Figure 1. Clock distribution.
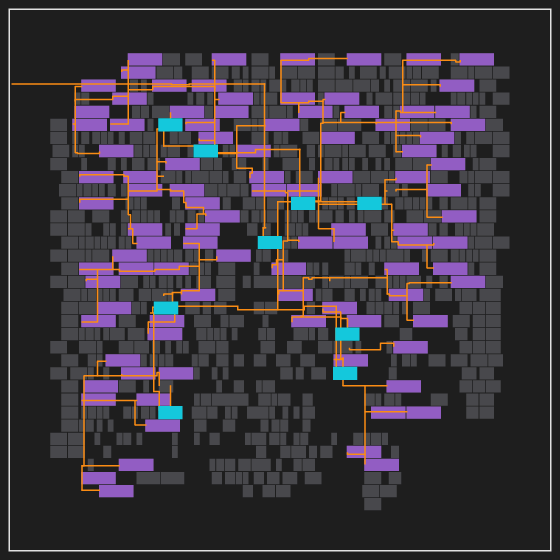
Figure 2. Congestion heat map.
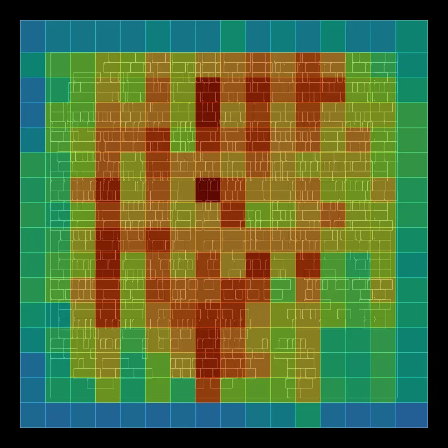
Figure 3. I/O nets highlighted.
Scale bar: 20 microns.
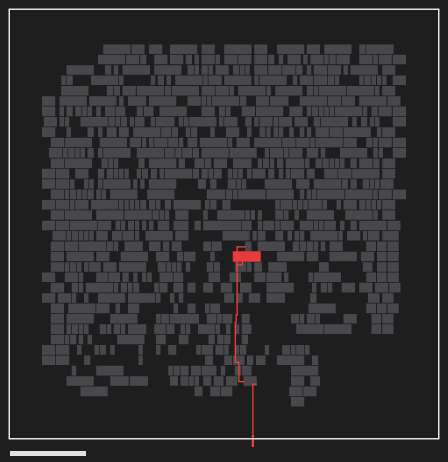
Figure 4. Signal wires on met1.
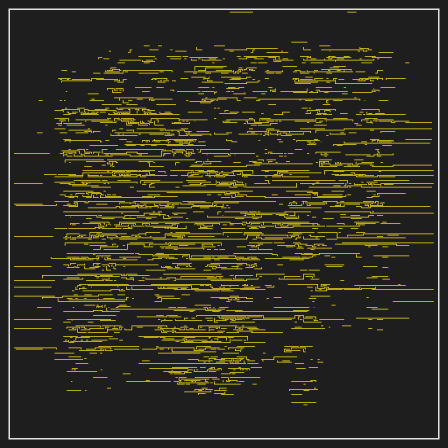
Figure 5. Register map, names as in the netlist.
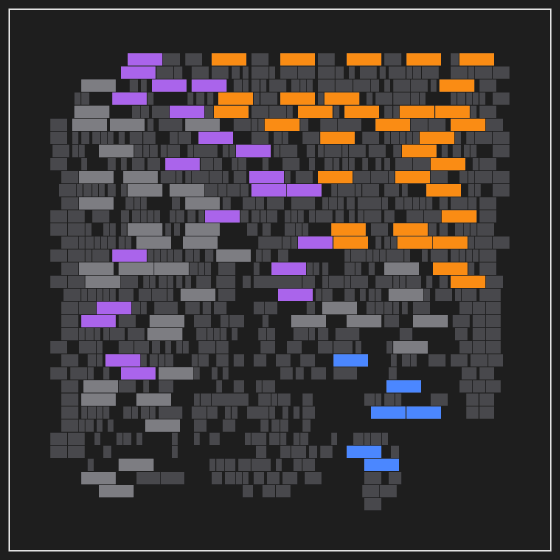
File: src/rtl/alu_op_sequencer_if.sv
// Handshake and ALU-side bundle between the instruction register, the sequencer and the ALU.
// The sequencer connects through the slave modport; its environment uses master.
interface alu_op_sequencer_if #(
    parameter int unsigned XLEN = 32
);
    logic            instr_valid;
    logic [31:0]     instr;
    logic            instr_ready;
    logic [5:0]      alu_cnt;
    logic [XLEN-1:0] imm;
    logic            b_sel_imm;
    logic [XLEN-1:0] alu_result;
    logic            alu_zero;
    logic            done;
    logic [XLEN-1:0] result;
    logic            branch_taken;
    logic            illegal;

    modport slave (
        input  instr_valid, instr, alu_result, alu_zero,
        output instr_ready, alu_cnt, imm, b_sel_imm, done, result, branch_taken, illegal
    );

    modport master (
        output instr_valid, instr, alu_result, alu_zero,
        input  instr_ready, alu_cnt, imm, b_sel_imm, done, result, branch_taken, illegal
    );
endinterface

File: src/rtl/alu_op_sequencer.sv
// Multi-cycle RV32I decode/sequencing control for the registered 6-bit-coded ALU.
// Holds alu_cnt across EXEC and CAPTURE, then reports result and branch decision with done.
module alu_op_sequencer #(
    parameter int unsigned XLEN     = 32,
    parameter logic [5:0]  IDLE_CNT = 6'b111111
) (
    input logic               clk,
    input logic               rst,
    alu_op_sequencer_if.slave bus
);
    typedef enum logic [2:0] {
        IDLE,
        DECODE,
        EXEC,
        CAPTURE,
        DONE
    } state_e;

    state_e          state_q, state_d;
    logic [31:0]     instr_q, instr_d;
    logic [5:0]      alu_cnt_q, alu_cnt_d;
    logic [XLEN-1:0] imm_q, imm_d;
    logic [XLEN-1:0] result_q, result_d;
    logic            b_sel_q, b_sel_d;
    logic            done_q, done_d;
    logic            branch_q, branch_d;
    logic            illegal_q, illegal_d;

    logic [6:0]      opcode;
    logic [2:0]      funct3;
    logic [6:0]      funct7;
    logic [5:0]      dec_cnt;
    logic [XLEN-1:0] dec_imm;
    logic            dec_bsel;
    logic            dec_illegal;
    logic            taken;

    assign opcode = instr_q[6:0];
    assign funct3 = instr_q[14:12];
    assign funct7 = instr_q[31:25];

    always_comb begin
        dec_cnt     = IDLE_CNT;
        dec_imm     = '0;
        dec_bsel    = 1'b1;
        dec_illegal = 1'b0;
        case (opcode)
            7'b0110011: begin
                dec_bsel = 1'b0;
                if (funct7 == 7'b0000000) begin
                    case (funct3)
                        3'b000:  dec_cnt = 6'b000000;
                        3'b001:  dec_cnt = 6'b000010;
                        3'b010:  dec_cnt = 6'b000011;
                        3'b011:  dec_cnt = 6'b000100;
                        3'b100:  dec_cnt = 6'b000101;
                        3'b101:  dec_cnt = 6'b000110;
                        3'b110:  dec_cnt = 6'b010011;
                        default: dec_cnt = 6'b010100;
                    endcase
                end else if (funct7 == 7'b0100000 && funct3 == 3'b000) begin
                    dec_cnt = 6'b000001;
                end else if (funct7 == 7'b0100000 && funct3 == 3'b101) begin
                    dec_cnt = 6'b000111;
                end else begin
                    dec_illegal = 1'b1;
                end
            end
            7'b0000011: begin
                dec_imm = {{(XLEN-12){instr_q[31]}}, instr_q[31:20]};
                case (funct3)
                    3'b000, 3'b100: dec_cnt = 6'b001000;
                    3'b001, 3'b101: dec_cnt = 6'b001001;
                    3'b010:         dec_cnt = 6'b001010;
                    default:        dec_illegal = 1'b1;
                endcase
            end
            7'b0010011: begin
                dec_imm = {{(XLEN-12){instr_q[31]}}, instr_q[31:20]};
                case (funct3)
                    3'b000: dec_cnt = 6'b001101;
                    3'b010: dec_cnt = 6'b001111;
                    3'b011: dec_cnt = 6'b010000;
                    3'b100: dec_cnt = 6'b010001;
                    3'b110: dec_cnt = 6'b010011;
                    3'b111: dec_cnt = 6'b010100;
                    3'b001: begin
                        dec_imm = {{(XLEN-5){1'b0}}, instr_q[24:20]};
                        if (funct7 == 7'b0000000) dec_cnt = 6'b001110;
                        else                      dec_illegal = 1'b1;
                    end
                    default: begin
                        // Shift amounts only: the srai marker in imm[11:5] never reaches the ALU.
                        dec_imm = {{(XLEN-5){1'b0}}, instr_q[24:20]};
                        if (funct7 == 7'b0000000)      dec_cnt = 6'b010010;
                        else if (funct7 == 7'b0100000) dec_cnt = 6'b000111;
                        else                           dec_illegal = 1'b1;
                    end
                endcase
            end
            7'b0100011: begin
                dec_imm = {{(XLEN-12){instr_q[31]}}, instr_q[31:25], instr_q[11:7]};
                case (funct3)
                    3'b000:  dec_cnt = 6'b010101;
                    3'b001:  dec_cnt = 6'b010110;
                    3'b010:  dec_cnt = 6'b010111;
                    default: dec_illegal = 1'b1;
                endcase
            end
            7'b1100011: begin
                dec_bsel = 1'b0;
                dec_imm  = {{(XLEN-13){instr_q[31]}}, instr_q[31], instr_q[7],
                            instr_q[30:25], instr_q[11:8], 1'b0};
                case (funct3)
                    3'b000:  dec_cnt = 6'b011000;
                    3'b001:  dec_cnt = 6'b011001;
                    3'b100:  dec_cnt = 6'b011010;
                    3'b101:  dec_cnt = 6'b011011;
                    3'b110:  dec_cnt = 6'b011100;
                    3'b111:  dec_cnt = 6'b011101;
                    default: dec_illegal = 1'b1;
                endcase
            end
            7'b0110111: begin
                dec_cnt = 6'b011110;
                dec_imm = {{(XLEN-20){1'b0}}, instr_q[31:12]};
            end
            default: dec_illegal = 1'b1;
        endcase
        if (dec_illegal) begin
            dec_cnt = IDLE_CNT;
        end
    end

    // The ALU's zero flag means "compare true" for the unsigned pair and "not equal/less" otherwise.
    always_comb begin
        taken = 1'b0;
        case (alu_cnt_q)
            6'b011000, 6'b011001, 6'b011010, 6'b011011: taken = ~bus.alu_zero;
            6'b011100, 6'b011101:                       taken = bus.alu_zero;
            default:                                    taken = 1'b0;
        endcase
    end

    always_comb begin
        state_d   = state_q;
        instr_d   = instr_q;
        alu_cnt_d = alu_cnt_q;
        imm_d     = imm_q;
        b_sel_d   = b_sel_q;
        result_d  = result_q;
        branch_d  = branch_q;
        illegal_d = illegal_q;
        done_d    = 1'b0;
        case (state_q)
            IDLE: begin
                if (bus.instr_valid) begin
                    instr_d   = bus.instr;
                    illegal_d = 1'b0;
                    state_d   = DECODE;
                end
            end
            DECODE: begin
                imm_d   = dec_imm;
                b_sel_d = dec_bsel;
                if (dec_illegal) begin
                    alu_cnt_d = IDLE_CNT;
                    illegal_d = 1'b1;
                    done_d    = 1'b1;
                    state_d   = DONE;
                end else begin
                    alu_cnt_d = dec_cnt;
                    state_d   = EXEC;
                end
            end
            EXEC: begin
                state_d = CAPTURE;
            end
            CAPTURE: begin
                result_d  = bus.alu_result;
                branch_d  = taken;
                alu_cnt_d = IDLE_CNT;
                done_d    = 1'b1;
                state_d   = DONE;
            end
            DONE: begin
                state_d = IDLE;
            end
            default: begin
                alu_cnt_d = IDLE_CNT;
                state_d   = IDLE;
            end
        endcase
    end

    always_ff @(posedge clk) begin
        if (rst) begin
            state_q   <= IDLE;
            instr_q   <= '0;
            alu_cnt_q <= IDLE_CNT;
            imm_q     <= '0;
            b_sel_q   <= 1'b0;
            result_q  <= '0;
            branch_q  <= 1'b0;
            illegal_q <= 1'b0;
            done_q    <= 1'b0;
        end else begin
            state_q   <= state_d;
            instr_q   <= instr_d;
            alu_cnt_q <= alu_cnt_d;
            imm_q     <= imm_d;
            b_sel_q   <= b_sel_d;
            result_q  <= result_d;
            branch_q  <= branch_d;
            illegal_q <= illegal_d;
            done_q    <= done_d;
        end
    end

    assign bus.instr_ready  = (state_q == IDLE);
    assign bus.alu_cnt      = alu_cnt_q;
    assign bus.imm          = imm_q;
    assign bus.b_sel_imm    = b_sel_q;
    assign bus.done         = done_q;
    assign bus.result       = result_q;
    assign bus.branch_taken = branch_q;
    assign bus.illegal      = illegal_q;
endmodule

File: src/flat_wrapper.sv
// flat-port wrapper written by rule: the top's interface ports become plain ports
module alu_op_sequencer_flat 
#(
    parameter int unsigned XLEN     = 32,
    parameter logic [5:0]  IDLE_CNT = 6'b111111
)
  (clk, rst, bus_instr_valid, bus_instr, bus_alu_result, bus_alu_zero, bus_instr_ready, bus_alu_cnt, bus_imm, bus_b_sel_imm, bus_done, bus_result, bus_branch_taken, bus_illegal);
  alu_op_sequencer_if #(.XLEN(XLEN)) bus_i ();
  input logic clk;
  input logic rst;
  input wire logic [$bits(bus_i.instr_valid)-1:0] bus_instr_valid;
  input wire logic [$bits(bus_i.instr)-1:0] bus_instr;
  input wire logic [$bits(bus_i.alu_result)-1:0] bus_alu_result;
  input wire logic [$bits(bus_i.alu_zero)-1:0] bus_alu_zero;
  output wire logic [$bits(bus_i.instr_ready)-1:0] bus_instr_ready;
  output wire logic [$bits(bus_i.alu_cnt)-1:0] bus_alu_cnt;
  output wire logic [$bits(bus_i.imm)-1:0] bus_imm;
  output wire logic [$bits(bus_i.b_sel_imm)-1:0] bus_b_sel_imm;
  output wire logic [$bits(bus_i.done)-1:0] bus_done;
  output wire logic [$bits(bus_i.result)-1:0] bus_result;
  output wire logic [$bits(bus_i.branch_taken)-1:0] bus_branch_taken;
  output wire logic [$bits(bus_i.illegal)-1:0] bus_illegal;
  assign bus_i.instr_valid = bus_instr_valid;
  assign bus_i.instr = bus_instr;
  assign bus_i.alu_result = bus_alu_result;
  assign bus_i.alu_zero = bus_alu_zero;
  assign bus_instr_ready = bus_i.instr_ready;
  assign bus_alu_cnt = bus_i.alu_cnt;
  assign bus_imm = bus_i.imm;
  assign bus_b_sel_imm = bus_i.b_sel_imm;
  assign bus_done = bus_i.done;
  assign bus_result = bus_i.result;
  assign bus_branch_taken = bus_i.branch_taken;
  assign bus_illegal = bus_i.illegal;
  alu_op_sequencer #(.XLEN(XLEN), .IDLE_CNT(IDLE_CNT)) u_core (.clk(clk), .rst(rst), .bus(bus_i));
endmodule
File: config.mk
export PLATFORM = sky130hd
export DESIGN_NAME = alu_op_sequencer_flat
export DESIGN_NICKNAME = d
export VERILOG_FILES = /design/src/rtl/alu_op_sequencer_if.sv /design/src/rtl/alu_op_sequencer.sv /design/src/flat_wrapper.sv
export SDC_FILE = /design/constraint.sdc
export NUM_CORES = 1
export LEC_CHECK = 0
export CAP_MARGIN = 20
export CORE_MARGIN = 8
export CORE_UTILIZATION = 46
export DETAILED_ROUTE_END_ITERATION = 10
export GPL_TIMING_DRIVEN = 0
export PLACE_DENSITY = 0.88
export SETUP_SLACK_MARGIN = 0.05
export SYNTH_ARGS = -nofsm -noshare
export SYNTH_HDL_FRONTEND = slang
export SYNTH_SLANG_ARGS = --single-unit
File: constraint.sdc
create_clock -name clk -period 2.9 [get_ports clk]
set_clock_uncertainty 0.05 [all_clocks]
set_input_delay 0.58 -clock clk [delete_from_list [all_inputs] [get_ports clk]]
set_output_delay 0.58 -clock clk [all_outputs]
set_load 0.1 [all_outputs]
==> run notes <==
run results: Final setup viols=0, number of enable flip-flop cells=0, synth top area cells=dfxtp_1 (46%), nand2_1 (14%), a21oi_1 (9.0%), setup total negative slack=0 ps, clk root buf=clkbuf_8, area share, top type=46.0%, post-synth net total=around 620, WS Path Type=flip-flop to flip-flop, vias per inst=about 5.5, Pwr Density=437 mW/mm^2, R2R Setup Slk=between 100 and 150 ps, area delta synth->final=40.9%, Least-Margin Pin Slew=around 1000 ps, Clock Tree Buf Depth=2, Tmin final=between 2000 and 3000 ps, hold path depth=2, Synth Seq Share=46.0%, Worst EP arrival=2920 ps, DRC errors left=0, share of layout cells above drive strength 1=under 10%, global-route wire length before repair=~22,000 microns, status=finished clean, HPWL Detailed=between 10,000 and 15,000 microns, post-synthesis average cell area=about 7.8 sq um, RR Startpoint=u_core.instr_q[26], vias in the first global route=4,344, number of CTS-inserted buffers=9, hold bufs inserted after CTS=0, overall power=2630 uW, CP Data Required Time=3060 ps, YS warnings=0, Log Warnings=26
Notes on Figure 1 above:
Cyan shows cells driving clock nets, count 9. Purple shows flip-flops, count 98. Orange shows clock wires, length 1,070 microns.
There are 10 routed clock nets.
Clk network pwr share: 32.7%
clk pwr: 858 uW
clk ins delay skew pair: 370 ps

Notes on Figure 2 above:
met1 usage: 24.6%
Finished Core Util: 66.0%

Notes on Figure 3 above:
Red shows bus_b_sel_imm, bits 1, direction output, end cells 1, buffers 1, wire 62.4 microns.
port bufs: 142
Ports: 143

Notes on Figure 4 above:
The layer holds 42% of the routed length. The wires run mostly horizontal. The layer carries 5,770 microns of wire. The longest straight run is 30.4 microns. 711 nets have wire on it.
DR vias: 4,472
Post-Route WL: 13,800 microns

Notes on Figure 5 above:
Orange shows u_core.bus.result, placed flops 32. Purple shows u_core.bus.imm, placed flops 21. Blue shows u_core.bus.alu_cnt, placed flops 6.
Another 39 sequential cells are not colored.
Seq area share: 32.6%
Seq group: 1410 uW
Register Area: 0.00196 sq mm

==> flip-flops by register name, summed over array words and instances (netlist names) <==
signal                   cells
u_core.instr_q              32
u_core.bus.branch_taken      1
u_core.bus.b_sel_imm         1
u_core.bus.illegal           1
u_core.bus.alu_cnt           6
u_core.bus.imm              21
u_core.state_q               3
u_core.bus.result           32
u_core.bus.done              1
==> metal layers <==
layer / vias to the layer above / routed length [microns] / track usage (%) / part of all wire, %
li1: 2191 / - / - / -
met1: 2069 / 5770 / 24.6 / 42
met2: 193 / 6630 / 36.7 / 48
met3: 19 / 1170 / 6.44 / 8.5
met4: 0 / 218 / 5.94 / 1.6
met5: - / 0 / 0 / 0
==> through the flow <==
| step | instances | setup slack (ps) | area, sq um | util [%] |
|---|---|---|---|---|
| 6_report | 817 | 139 | 6010 | 66.0 |
| 5_1_grt | 817 | 76.3 | 6010 | 66.0 |
| 4_1_cts | 817 | 55.0 | 6010 | 65.9 |
| 3_5_place_dp | 801 | 222 | 5830 | 64.0 |
| 3_3_place_gp | 801 | 205 | 5830 | 64.0 |
| 2_1_floorplan | 548 | 161 | 4270 | - |
==> layout make-up <==
class | instances | area [sq um]
fill | 763 | 3100
multi-input combinational | 390 | 2020
sequential | 98 | 1960
timing repair buffer | 142 | 1410
buffer | 56 | 274
tap | 111 | 139
clock buffer | 10 | 138
clock inverter | 6 | 55.1
inverter | 4 | 15.0
==> layout by cell type, fill, tap and decap left out, types with 3 or more instances in the layout <==
master           instances
xor2_1                   3
inv_1                    4
or2_2                    6
a211oi_1                 7
o21ai_0                 17
a21oi_1                 77
nand2_1                159
dfxtp_1                 98
a2bb2oi_1                4
nand2b_1                 3
clkbuf_8                12
nor2_1                  30
clkinv_4                 3
or3_1                    3
a22oi_1                 13
dlygate4sd2_1           12
clkdlybuf4s50_1        129
nand3_1                  5
buf_4                   11
o211ai_1                 3
o31ai_1                  4
a222oi_1                 4
and2_1                   3
a31oi_1                  8
nor3_1                   4
clkbuf_1                40
==> kinds of logic (layout without fill, tap and decap cells) <==
family	Yosys count	in the layout	share of synthesized area, %
AND/OR/NAND/NOR	230	230	23.2
buffers and inverters	60	218	6.78
multiplexers	1	1	0.264
XOR/XNOR	3	3	0.616
flip-flops	98	98	46.0
AND-OR/OR-AND	156	156	23.1
==> power by group <==
| part | internal [uW] | switching, uW |
|---|---|---|
| Clock | 352 | 506 |
| Combinational | 157 | 206 |
| Sequential | 1380 | 28.8 |
| Total | 1890 | 740 |
==> critical path: stages, from the launching register on <==
cell,delay [ps]
dfxtp_1,370
or4_1,510
buf_2,190
nor3_1,460
a211oi_1,210
nor4_4,620
a41oi_1,190
==> what timing repair did <==
action / 4_1_cts / 5_1_grt
gates resized: 12 / 1
hold endpoints to repair: 0 / 0
setup buffers: 0 / 0
endpoints found under the setup margin: 12 / 1
pin swaps: 0 / 0
No activity file was given, so power comes from the tool's default toggle rates.
